File: src/rtl/mem_pkg.sv
// mem_pkg: shared width codes, controller states and alignment/mask helpers
package mem_pkg;
  localparam logic [2:0] MW_NONE = 3'd0;
  localparam logic [2:0] MW_D    = 3'd1;
  localparam logic [2:0] MW_W    = 3'd2;
  localparam logic [2:0] MW_H    = 3'd3;
  localparam logic [2:0] MW_B    = 3'd4;
  localparam logic [2:0] MW_WU   = 3'd5;
  localparam logic [2:0] MW_HU   = 3'd6;
  localparam logic [2:0] MW_BU   = 3'd7;

  typedef enum logic [2:0] {S_IDLE, S_REQ, S_WAIT, S_DRAIN, S_DONE} state_t;

  function automatic logic [7:0] store_mask(input logic [2:0] width, input logic [2:0] a);
    return width == MW_D ? 8'hFF :
           (width == MW_W || width == MW_WU) ? 8'h0F << a :
           (width == MW_H || width == MW_HU) ? 8'h03 << a :
           (width == MW_B || width == MW_BU) ? 8'h01 << a : 8'h00;
  endfunction

  function automatic logic is_misaligned(input logic [2:0] width, input logic [2:0] addr);
    return width == MW_D ? addr != 3'd0 :
           (width == MW_W || width == MW_WU) ? addr[1:0] != 2'd0 :
           (width == MW_H || width == MW_HU) ? addr[0] : 1'b0;
  endfunction
endpackage

File: src/rtl/load_extend.sv
// load_extend: selects the load lane from a doubleword and sign/zero-extends it
module load_extend
  import mem_pkg::*;
(
  input  logic [63:0] rdata,
  input  logic [2:0]  width,
  input  logic [2:0]  a,
  output logic [63:0] data
);
  logic [31:0] w;
  logic [15:0] h;
  logic [7:0]  b;
  assign w = rdata[{a[2], 5'b0} +: 32];
  assign h = rdata[{a[2:1], 4'b0} +: 16];
  assign b = rdata[{a, 3'b0} +: 8];
  always_comb begin
    data = width == MW_D  ? rdata :
           width == MW_W  ? {{32{w[31]}}, w} :
           width == MW_WU ? {32'd0, w} :
           width == MW_H  ? {{48{h[15]}}, h} :
           width == MW_HU ? {48'd0, h} :
           width == MW_B  ? {{56{b[7]}}, b} :
           width == MW_BU ? {56'd0, b} : 64'd0;
  end
endmodule

File: src/rtl/mem_access_ctrl.sv
// mem_access_ctrl: MEM-stage load/store sequencer driving a valid/ready data port
module mem_access_ctrl
  import mem_pkg::*;
(
  input  logic        clk,
  input  logic        rst,
  input  logic        cmd_valid,
  input  logic        cmd_load,
  input  logic        cmd_store,
  input  logic [63:0] addr,
  input  logic [63:0] wdata,
  input  logic [63:0] alu_res,
  input  logic [2:0]  memdata_width,
  input  logic        flush,
  output logic        mem_req_valid,
  input  logic        mem_req_ready,
  output logic [63:0] mem_req_addr,
  output logic        mem_req_wen,
  output logic [7:0]  mem_req_wmask,
  output logic [63:0] mem_req_wdata,
  input  logic        mem_rvalid,
  input  logic [63:0] mem_rdata,
  output logic        stall,
  output logic        done,
  output logic [63:0] rd_data,
  output logic        misalign
);
  state_t      state, nxt;
  logic [63:0] addr_q, wdata_q, rd_q, ext;
  logic [2:0]  width_q;
  logic        load_q, mis_q, is_mem, accept;

  assign is_mem = cmd_valid & (cmd_load | cmd_store) & (memdata_width != MW_NONE);
  assign accept = state == S_IDLE & is_mem & ~flush;

  load_extend u_ext (.rdata(mem_rdata), .width(width_q), .a(addr_q[2:0]), .data(ext));

  always_ff @(posedge clk or posedge rst) begin
    if (rst) begin
      state   <= S_IDLE;
      addr_q  <= '0;
      wdata_q <= '0;
      width_q <= MW_NONE;
      load_q  <= 1'b0;
      mis_q   <= 1'b0;
      rd_q    <= '0;
    end else begin
      state <= nxt;
      if (accept) begin
        addr_q  <= addr;
        wdata_q <= wdata;
        width_q <= memdata_width;
        load_q  <= cmd_load;
        mis_q   <= is_misaligned(memdata_width, addr[2:0]);
        rd_q    <= '0;
      end else if (state == S_WAIT && mem_rvalid) begin
        rd_q <= ext;
      end
    end
  end

  always_comb begin
    nxt = state == S_IDLE  ? (accept ? (is_misaligned(memdata_width, addr[2:0]) ? S_DONE : S_REQ) : S_IDLE) :
          state == S_REQ   ? (mem_req_ready ? (load_q ? S_WAIT : S_DONE) : flush ? S_IDLE : S_REQ) :
          state == S_WAIT  ? (mem_rvalid ? (flush ? S_IDLE : S_DONE) : flush ? S_DRAIN : S_WAIT) :
          state == S_DRAIN ? (mem_rvalid ? S_IDLE : S_DRAIN) : S_IDLE;
    mem_req_valid = state == S_REQ;
    mem_req_addr  = {addr_q[63:3], 3'b000};
    mem_req_wen   = state == S_REQ & ~load_q;
    mem_req_wmask = load_q ? 8'h00 : store_mask(width_q, addr_q[2:0]);
    mem_req_wdata = wdata_q << {addr_q[2:0], 3'b000};
    stall         = (is_mem & state != S_DONE) | state == S_DRAIN;
    done          = state == S_DONE & ~flush;
    misalign      = state == S_DONE & ~flush & mis_q;
    rd_data       = (state == S_IDLE & cmd_valid & ~is_mem) ? alu_res : rd_q;
  end
endmodule
File: config.mk
export PLATFORM = sky130hd
export DESIGN_NAME = mem_access_ctrl
export DESIGN_NICKNAME = d
export VERILOG_FILES = /design/src/rtl/mem_pkg.sv /design/src/rtl/load_extend.sv /design/src/rtl/mem_access_ctrl.sv
export SDC_FILE = /design/constraint.sdc
export NUM_CORES = 1
export LEC_CHECK = 0
export CORE_ASPECT_RATIO = 1.75
export CORE_MARGIN = 1.5
export CORE_UTILIZATION = 35
export CTS_CLUSTER_DIAMETER = 60
export CTS_CLUSTER_SIZE = 20
export DETAILED_ROUTE_END_ITERATION = 10
export GPL_TIMING_DRIVEN = 1
export PLACE_DENSITY = 0.68
export SYNTH_ARGS = -nofsm -noshare
export SYNTH_HDL_FRONTEND = slang
export SYNTH_HIERARCHICAL = 1
export SYNTH_SLANG_ARGS = --single-unit
File: constraint.sdc
create_clock -name clk -period 21.7 [get_ports clk]
set_input_delay 4.34 -clock clk [delete_from_list [all_inputs] [get_ports clk]]
set_output_delay 4.34 -clock clk [all_outputs]
set_load 0.01 [all_outputs]
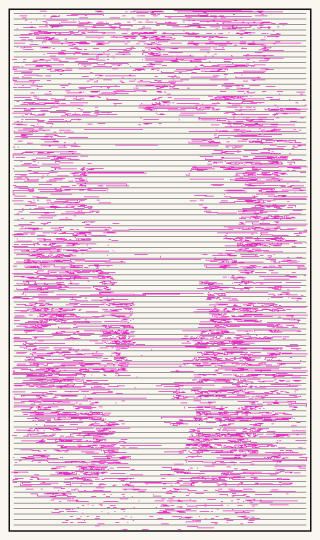
run_1/met1.png
Scale: 2 px per um. Supply wires on this layer in gray.
main direction: horizontal
wire length on this layer: 16600 um
nets with wire on the layer: 1751
longest straight run: 56.6 um
share of all routed wire: 35%
total number of vias: 11922
met1 Use GR: 0.250
Routed WL: 47700 um

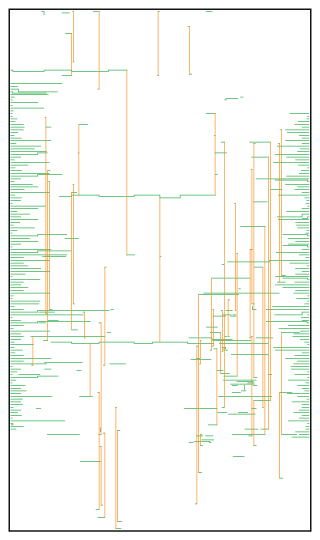
run_1/metal_stack.png
Scale: 2 px per um. Two of the layers only.
[green] met3 | wire length: 3130 um
[orange] met4 | wire length: 2710 um
GRT Total Usage: 0.240
WL/cell: 21.6 um

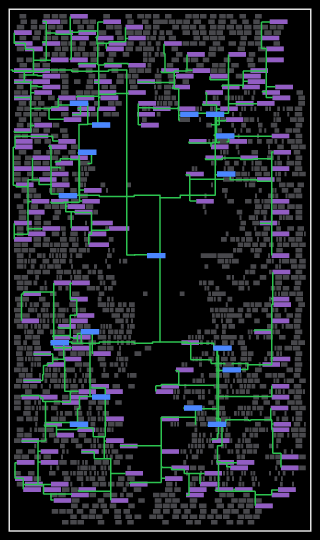
run_1/clock_map.png
Scale: 2 px per um.
[blue] cells driving clock nets | count: 17
[green] clock wires | length: 2930 um
[purple] flip-flops | count: 200
routed clock nets: 18
Clk. pwr: 350 uW
Clock power frac: 0.177
clk latency late pin: 0.47 ns

==> impl_metrics.env, run 1 <==
# yosys + openroad results
export IMPL_total_power_uw=1980
export IMPL_required_ns=17.36
export IMPL_cts_inserted_buffers=17
export IMPL_final_layout_size_suffix_gt1_frac=0.105
export IMPL_ys_warn_count=6
export IMPL_drc=0
export IMPL_synth_area_um2=13200
export IMPL_status="complete, no violations"
export IMPL_gr_total_overflow=0
export IMPL_antenna_found_initial=2
export IMPL_avgSynthCellArea_um2=9.57
export IMPL_area_growth_pct=38.0
export IMPL_rsz0062_at_grt="no"
export IMPL_yosysTopAreaCell="dfrtp_1"
export IMPL_p_leak_uw=0.00751
export IMPL_grt_max_degree=130
export IMPL_hold_end="addr_q[31]$_DFFE_PP0P_"
export IMPL_io_pins=472
export IMPL_warnings=36
export IMPL_cts_resized=0
export IMPL_port_buffers=468
export IMPL_antenna_left=0
export IMPL_synth_top_area_share=0.378
-- run 1: critical path, stage by stage --
cell             delay (ns)
clkdlybuf4s50_1        0.60
nor3_1                 0.17
or2_2                  0.37
nand4_4                0.10
buf_4                  0.60
mux2_2                 0.42
clkdlybuf4s50_1        0.48
-- run 1: layout make-up --
class	instances	area (um2)	area share
multi-input combinational	998	7120	0.390
sequential	200	5020	0.275
timing repair buffer	483	4800	0.263
tap	480	601	0.0329
clock buffer	17	425	0.0233
clock inverter	15	220	0.0121
inverter	16	67.6	0.00370
antenna	1	2.50	0.000137
-- run 1: layer usage --
metal | vias up | wire length, um | share of wire | track usage
met4 | 0 | 2710 | 0.057 | 0.139
met1 | 5798 | 16600 | 0.35 | 0.250
li1 | 5523 | - | - | -
met3 | 110 | 3130 | 0.066 | 0.0512
met2 | 491 | 25200 | 0.53 | 0.436
met5 | - | 0 | 0 | 0
-- run 1: power by group --
part           internal [uW]  total, uW  switching, uW
Combinational            540       1050            512
Sequential               470        575            104
Clock                    163        350            186
Total                   1170       1980            803
-- run 1: worst max-delay path by stage --
stage	from	endpoint	slack [ns]
after CTS	memdata_width[0]	rd_data[7]	10.14
after global routing	memdata_width[0]	rd_data[7]	10.02
after floorplan	memdata_width[2]	rd_data[7]	11.76
after detailed placement	memdata_width[1]	rd_data[7]	10.14
final	memdata_width[1]	rd_data[20]	10.18
after global placement	memdata_width[0]	rd_data[9]	10.19
-- run 1: cell families (layout without fill, tap and decap cells) --
logic type | count (synthesis) | in the layout | synth area share
xor gates and xnor gates | 1 | 1 | 0.000662
other | 1 | 4 | 0.000283
and+or+nand+nor | 372 | 372 | 0.126
adders and majority gates | 9 | 9 | 0.00832
AOI/OAI and AO/OA | 323 | 323 | 0.159
buffers and inverters | 187 | 531 | 0.0848
DFF | 200 | 200 | 0.378
muxes | 290 | 290 | 0.243
-- run 1: per-stage QoR --
step | util | area [um2] | hold WS [ns] | instances | setup WS [ns]
detailed placement | 0.471 | 17600 | 0.474 | 2177 | 10.14
floorplan | - | 13200 | 0.456 | 1385 | 11.76
global route | 0.488 | 18300 | 0.502 | 2210 | 10.02
CTS | 0.488 | 18200 | 0.495 | 2209 | 10.14
global placement | 0.471 | 17600 | 0.466 | 2177 | 10.19
finish | 0.488 | 18300 | 0.495 | 2210 | 10.18
-- run 1: state kept, by name, summed over array words and instances, names as in the netlist --
signal,count
width_q,3
state,3
load_q,1
wdata_q,64
mis_q,1
rd_q,64
addr_q,64
-- run 1: layout by cell type, fill, tap and decap left out, drive strengths merged, types with 17 or more instances in the layout --
cell type and count:
clkdlybuf4s50 468, mux2 213, dfrtp 200, nand2 174, a21oi 106, nor2 98
mux2i 73, o21ai 46, a21o 33, o22ai 31, inv 23, o22a 22
nor2b 20, nand2b 20, clkbuf 17
run_1/gate_families.png
Scale: 2 px per um.
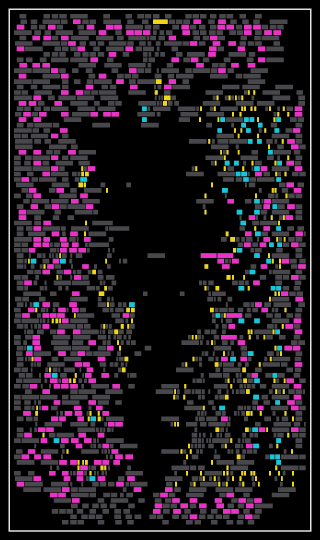

==> run 1 -> run 2 <==
PLACE_DENSITY = 0.7   (was 0.68)
clock period = 9.2 ns   (was 21.7 ns; I/O delays follow)
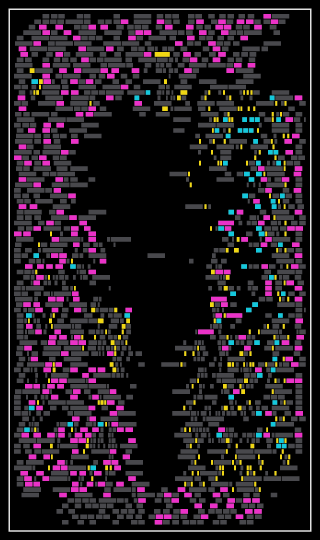
run_2/gate_families.png
Scale: 2 px per um.
[magenta] multiplexers | cells: 290 | where: all over the die
[cyan] AND-OR and OR-AND gates | cells: 67
[yellow] NAND gates | cells: 213 | where: all over the die
Comb/total area: 0.390
Top cell excl fill/tap: clkdlybuf4s50_1
Layout Cells excl Fill: 2211

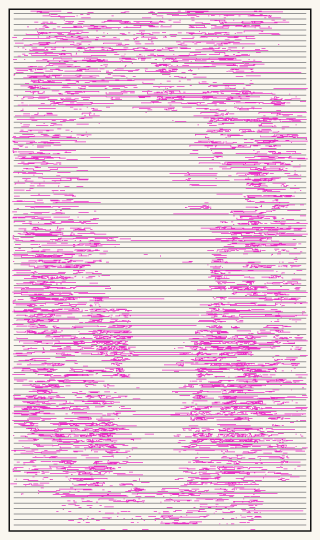
run_2/met1.png
Scale: 2 px per um. Supply wires on this layer in gray.
share of all routed wire: 34%
main direction: horizontal
longest straight run: 52.9 um
Routed WL: 48600 um
met1 Use GR: 0.248
total number of vias: 12093

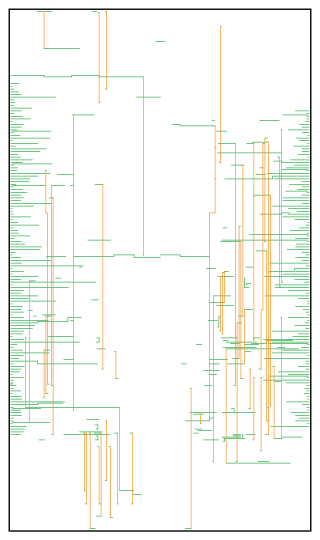
run_2/metal_stack.png
Scale: 2 px per um. Two of the layers only.
[green] met3 | wire length: 3110 um
[orange] met4 | wire length: 3150 um
GRT Total Usage: 0.243
WL/cell: 22.0 um

==> run 2 against run 1 <==
Area after synthesis did not move. Via count rose by 1.4%. Cell count barely moved. Power rose by 140%. Register-to-register slack got worse by 13 ns. Sequential share of layout area barely moved. Cell area barely moved. Sequential power rose by 130%. Wire length rose by 2.1%. Critical path type unchanged. Largest power group unchanged.
==> impl_metrics.env, run 2 <==
# yosys + openroad results
export IMPL_fill_cells=3515
export IMPL_use_met3=0.0468
export IMPL_finish_utilization=0.488
export IMPL_area_growth_pct=38.1
export IMPL_synthAdderAreaFrac=0.00832
export IMPL_fmax_ghz=0.154
export IMPL_logic_family="multiplexers"
export IMPL_grt_busiest_layer="met2"
export IMPL_ys_cells=1383
export IMPL_slowest_stage="buf_4"
export IMPL_cts_inserted_buffers=17
export IMPL_placed_cell_area_um2=17600
export IMPL_place_inst=2176
export IMPL_final_layout_size_suffix_gt1_frac=0.105
export IMPL_seqCellArea_um2=5020
export IMPL_io_pins=472
export IMPL_max_stage_delay_ns=0.60
export IMPL_cts_tree="done"
export IMPL_mux_share=0.243
export IMPL_final_cell_mix="clkdlybuf4s50_1 (468), dfrtp_1 (197), nand2_1 (174), mux2_2 (108), a21oi_1 (106)"
export IMPL_top_cells_by_area="dfrtp_1 (38%), mux2_2 (9.2%), mux2_1 (8.9%)"
export IMPL_synth_top_area_share=0.378
export IMPL_p_leak_uw=0.00751
export IMPL_compound_area_frac=0.159
export IMPL_avgSynthCellArea_um2=9.57
export IMPL_ys_warn_count=6
export IMPL_final_cell_area_um2=18300
export IMPL_top_regs="addr_q x64, rd_q x64, wdata_q x64"
export IMPL_crit_family="buffers and inverters"
export IMPL_hold_class="reg2reg"
export IMPL_port_buffers=468
export IMPL_grt_max_degree=172
export IMPL_warnings=38
export IMPL_drtPass1Iterations=5
export IMPL_required_ns=7.36
export IMPL_clock_latency_ns=0.47
export IMPL_yosysTopAreaCell="dfrtp_1"
export IMPL_clockBufferDepth=2
export IMPL_rsz0062_at_grt="no"
export IMPL_status="complete, no violations"
export IMPL_antenna_left=0
export IMPL_critPathKind="in2out"
export IMPL_cts_resized=0
export IMPL_use_met2=0.443
export IMPL_synth_area_um2=13200
export IMPL_worstPathCellList="clkdlybuf4s50_1 > nor3_1 > or2_2 > nand4_4 > buf_4 > mux2_2 > clkdlybuf4s50_1"
export IMPL_cts_root_buf="clkbuf_16"
export IMPL_ys_sh_xor=0.000662
export IMPL_path_buffers=3
export IMPL_antenna_found_initial=4
-- run 2: cell counts after synthesis --
Identical to the previous run, type by type.
-- run 2: final cells by class --
| class | count | share of cell area |
|---|---|---|
| clock buffers | 17 | 0.0233 |
| clock inverters | 15 | 0.0124 |
| diodes | 3 | 0.000411 |
| inverters | 16 | 0.00370 |
| repair buffers | 482 | 0.263 |
| well taps | 480 | 0.0329 |
| flip-flops and latches | 200 | 0.275 |
| multi-input cells | 998 | 0.390 |
-- run 2: routing by layer --
metal  vias up  share of wire
met5         -              0
li1       5531              -
met3       117          0.064
met1      5937           0.34
met2       508           0.53
met4         0          0.065
-- run 2: stage by stage --
step | setup WS (ns) | hold WS, ns
6_report | 2.69 | 0.493
5_1_grt | 2.58 | 0.513
4_1_cts | 2.70 | 0.494
3_3_place_gp | 2.81 | 0.466
3_5_place_dp | 2.70 | 0.474
2_1_floorplan | 1.91 | 0.456
-- run 2: where the power goes --
| part | switching [uW] | internal, uW | leakage (uW) |
|---|---|---|---|
| Sequential | 229 | 1110 | 0.00249 |
| Clock | 452 | 391 | 0.000315 |
| Combinational | 1240 | 1280 | 0.00471 |
-- run 2: final timing paths --
| check | slack, ns | cells past startpoint | start | to |
|---|---|---|---|---|
| max | 2.69 | 7 | memdata_width[1] | rd_data[4] |
| min | 0.49 | 1 | addr_q[15]$_DFFE_PP0P_ | addr_q[15]$_DFFE_PP0P_ |
| max reg2reg | 5.50 | 7 | addr_q[2]$_DFFE_PP0P_ | rd_q[36]$_DFFE_PP0P_ |
| min reg2reg | 0.49 | 1 | addr_q[15]$_DFFE_PP0P_ | addr_q[15]$_DFFE_PP0P_ |
| max in group asynchronous | 5.55 | 3 | rst | addr_q[0]$_DFFE_PP0P_ |
| min in group asynchronous | 1.96 | 2 | rst | addr_q[38]$_DFFE_PP0P_ |
-- run 2: kinds of logic after synthesis --
| group | Yosys count |
|---|---|
| multiplexers | 290 |
| AND/OR/NAND/NOR | 372 |
| buffers and inverters | 187 |
| other | 1 |
| XOR/XNOR | 1 |
| flip-flops | 200 |
| AND-OR/OR-AND | 323 |
| adder cells (fa/ha/maj) | 9 |
No activity file was given, so power comes from the tool's default toggle rates.
